**src/rtl/pump_ctrl.sv**
```systemverilog
// Irrigation pump controller: debounces the soil class, then runs the pump
// through IDLE -> RUN -> COOL with minimum/maximum run and forced cool-down.
module pump_ctrl #(
    parameter int DEBOUNCE = 4,
    parameter int MIN_ON   = 16,
    parameter int MAX_ON   = 64,
    parameter int COOLDOWN = 32
) (
    input  logic        clk,
    input  logic        rst,
    input  logic [1:0]  class_in,
    input  logic        enable,
    output logic        pump_on,
    output logic [1:0]  state,
    output logic        timeout,
    output logic [15:0] run_count
);

    localparam logic [1:0] DRY     = 2'b00;
    localparam logic [1:0] OPTIMAL = 2'b01;
    localparam logic [1:0] INVALID = 2'b11;

    localparam int DB_W = $clog2(DEBOUNCE + 1);
    localparam int ON_W = (MAX_ON > 1) ? $clog2(MAX_ON) : 1;
    localparam int CL_W = (COOLDOWN > 1) ? $clog2(COOLDOWN) : 1;

    localparam logic [DB_W-1:0] DB_MAX  = DB_W'(DEBOUNCE);
    localparam logic [DB_W-1:0] DB_LAST = DB_W'(DEBOUNCE - 1);
    localparam logic [DB_W-1:0] DB_ONE  = DB_W'(1);
    localparam logic [ON_W-1:0] ON_LAST = ON_W'(MAX_ON - 1);
    localparam logic [ON_W-1:0] ON_MIN  = ON_W'(MIN_ON - 1);
    localparam logic [CL_W-1:0] CL_LAST = CL_W'(COOLDOWN - 1);

    typedef enum logic [1:0] {
        IDLE = 2'b00,
        RUN  = 2'b01,
        COOL = 2'b10
    } state_t;

    state_t          st;
    logic [1:0]      cand;
    logic [DB_W-1:0] db_cnt;
    logic [1:0]      class_stable;
    logic [ON_W-1:0] on_cnt;
    logic [CL_W-1:0] cool_cnt;

    assign state = st;

    // db_cnt is the number of consecutive identical valid samples seen so far,
    // so the DEBOUNCE-th matching sample is the one that updates class_stable.
    always_ff @(posedge clk) begin
        if (rst) begin
            cand         <= OPTIMAL;
            db_cnt       <= '0;
            class_stable <= OPTIMAL;
        end else begin
            cand <= class_in;
            if (class_in == INVALID) begin
                db_cnt <= '0;
            end else if (class_in == cand) begin
                if (db_cnt != DB_MAX)
                    db_cnt <= db_cnt + 1'b1;
                if (db_cnt == DB_LAST)
                    class_stable <= class_in;
            end else begin
                db_cnt <= DB_ONE;
                if (DEBOUNCE == 1)
                    class_stable <= class_in;
            end
        end
    end

    always_ff @(posedge clk) begin
        if (rst) begin
            st        <= IDLE;
            pump_on   <= 1'b0;
            timeout   <= 1'b0;
            run_count <= '0;
            on_cnt    <= '0;
            cool_cnt  <= '0;
        end else begin
            case (st)
                IDLE: begin
                    if (enable && class_stable == DRY) begin
                        st      <= RUN;
                        pump_on <= 1'b1;
                        on_cnt  <= '0;
                        if (run_count != 16'hFFFF)
                            run_count <= run_count + 16'd1;
                    end
                end
                RUN: begin
                    // Exit priority: enable drop, then MAX_ON, then class after MIN_ON.
                    if (!enable) begin
                        st       <= COOL;
                        pump_on  <= 1'b0;
                        cool_cnt <= '0;
                    end else if (on_cnt == ON_LAST) begin
                        st       <= COOL;
                        pump_on  <= 1'b0;
                        cool_cnt <= '0;
                        timeout  <= 1'b1;
                    end else if (on_cnt >= ON_MIN && class_stable != DRY) begin
                        st       <= COOL;
                        pump_on  <= 1'b0;
                        cool_cnt <= '0;
                    end else begin
                        on_cnt <= on_cnt + 1'b1;
                    end
                end
                COOL: begin
                    if (cool_cnt == CL_LAST)
                        st <= IDLE;
                    else
                        cool_cnt <= cool_cnt + 1'b1;
                end
                default: begin
                    st      <= IDLE;
                    pump_on <= 1'b0;
                end
            endcase
        end
    end

endmodule

```
**config.mk**
```make
export PLATFORM = sky130hd
export DESIGN_NAME = pump_ctrl
export DESIGN_NICKNAME = d
export VERILOG_FILES = /design/src/rtl/pump_ctrl.sv
export SDC_FILE = /design/constraint.sdc
export NUM_CORES = 1
export LEC_CHECK = 0
export CAP_MARGIN = 20
export CORE_MARGIN = 1.5
export CORE_UTILIZATION = 58
export DETAILED_ROUTE_END_ITERATION = 8
export PLACE_DENSITY_LB_ADDON = 0.08
export SYNTH_ARGS = -nofsm -noshare
export SYNTH_HDL_FRONTEND = slang
export SYNTH_SLANG_ARGS = --single-unit
```
**constraint.sdc**
```tcl
create_clock -name clk -period 4.1 [get_ports clk]
set_input_delay 0.82 -clock clk [delete_from_list [all_inputs] [get_ports clk]]
set_output_delay 0.82 -clock clk [all_outputs]
set_load 0.01 [all_outputs]
```
==> results.py <==
# Synthesis and PnR figures
metrics = {
    "outcome": {
        "status": "finished, final reports clean",
    },
    "min_path": {
        "holdCritStartpoint": "timeout",
        "hp-class": "register to register",
    },
    "global_routing": {
        "globalRouteTotalUtil": 0.259,
        "first_global_vias": 1610,
    },
    "critical_path": {
        "slowest_stage": "clkdlybuf4s50_1",
        "crit_fanout": 7,
        "max_stage_delay_ns": 0.60,
        "path_class": "register to primary output",
    },
    "logic_synthesis": {
        "syn-instance-count": 212,
        "async_flop_share": 0,
        "topCellsByArea": "dfxtp_1 42%, xnor2_1 7.2%, nor2_1 7.0%",
        "largest_area_cell": "dfxtp_1",
    },
    "detailed_routing": {
        "wl_um": 4040,
    },
    "layout": {
        "area_dominant_class": "logic gates",
        "layout_top_cells": "38 x dfxtp_1, 34 x nor2_1, 24 x clkdlybuf4s50_1",
        "nNetsFinal": 252,
    },
    "cts": {
        "ctsResizeCount": 0,
        "h-tree-depth": 2,
        "postCtsHoldBufs": 0,
    },
    "die": {
        "fp_util": 0.604,
        "dieArea_mm2": 0.00350,
    },
    "timing": {
        "fin_crit_sh": 0.556,
        "worst_pin_slew_ns": 0.655,
        "slew_headroom": 0.559,
    },
    "flow_run": {
        "warnings": 27,
    },
}
sequential cells by signal (all words and copies together), names as in the netlist:
| register | cells |
|---|---|
| pump_on | 1 |
| state | 2 |
| run_count | 16 |
| class_stable | 2 |
| db_cnt | 3 |
| on_cnt | 6 |
| cand | 2 |
| timeout | 1 |
| cool_cnt | 5 |
metal layers:
| layer | wire, um | track usage | vias to the layer above |
|---|---|---|---|
| li1 | - | - | 818 |
| met1 | 1810 | 0.317 | 772 |
| met2 | 1910 | 0.421 | 46 |
| met3 | 227 | 0.0786 | 9 |
| met4 | 83 | 0.110 | 0 |
| met5 | 0 | 0 | - |
power by group:
group          internal [mW]  switching (mW)
Clock                 0.0616           0.123
Sequential             0.371         0.00196
Combinational        0.00990          0.0140
Total                  0.443           0.139
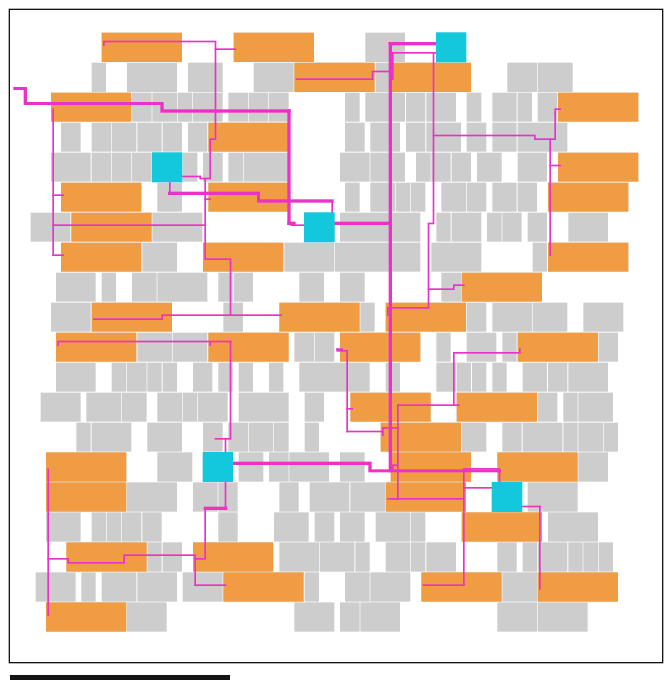
Fig. 1. Clock distribution.
Scale bar: 20 um.
[orange] flip-flops | count: 38
[magenta] clock wires | length: 456 um
[cyan] clock-net drivers | count: 5
routed clock nets: 6
flops lie: all over the die
Latency at later pin: 0.35 ns
Worst Skew: 0.00593 ns
clk pwr: 0.184 mW
Clk pwr share: 0.317

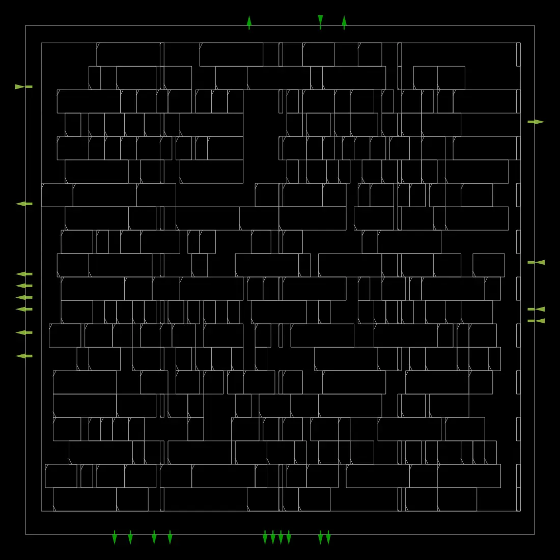
Fig. 2. Placed standard cells.
core area: 0.00303 mm^2
Seq/total area: 0.352
# fillers: 259
fin util: 0.714
Final Non-Filler Cells: 284

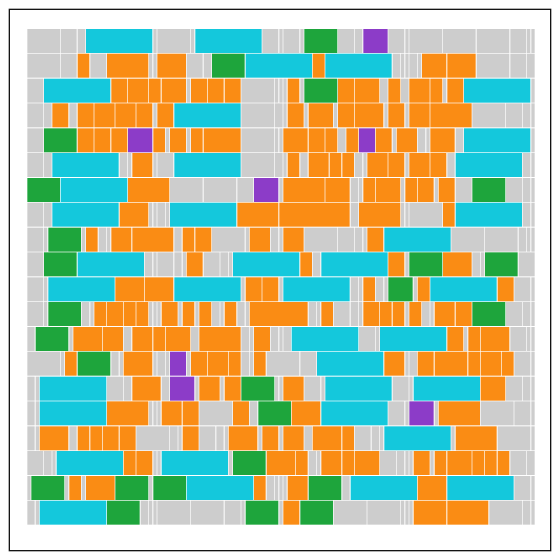
Fig. 3. Placed cells, one colour a class.
Fill, decap, tap and diode cells in grey.
| colour | class | cells |
|---|---|---|
| green | remaining buffers and delay cells | 25 |
| cyan | registers | 38 |
| orange | remaining logic cells | 170 |
| purple | clock drivers and dummy loads | 7 |
row count: 20
Final Cell Area: 0.00216 mm^2

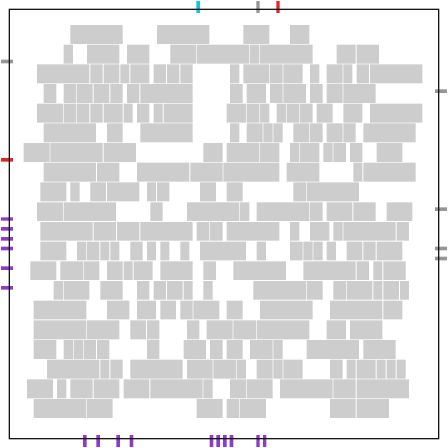
Fig. 4. Pin map.
Pins as bars across the die edge, other pins in grey.
| colour | port | pins | direction | edge |
|---|---|---|---|---|
| purple | run_count | 16 | output | 10 bottom, 6 left |
| red | state | 2 | output | 1 top, 1 left |
| cyan | pump_on | 1 | output | top |
all pins by edge: 10 bottom, 8 left, 4 right, 3 top
Die Ht: 59.1 um
IO buf count: 24
die width: 59.1 um

No activity file was given, so power comes from the tool's default toggle rates.
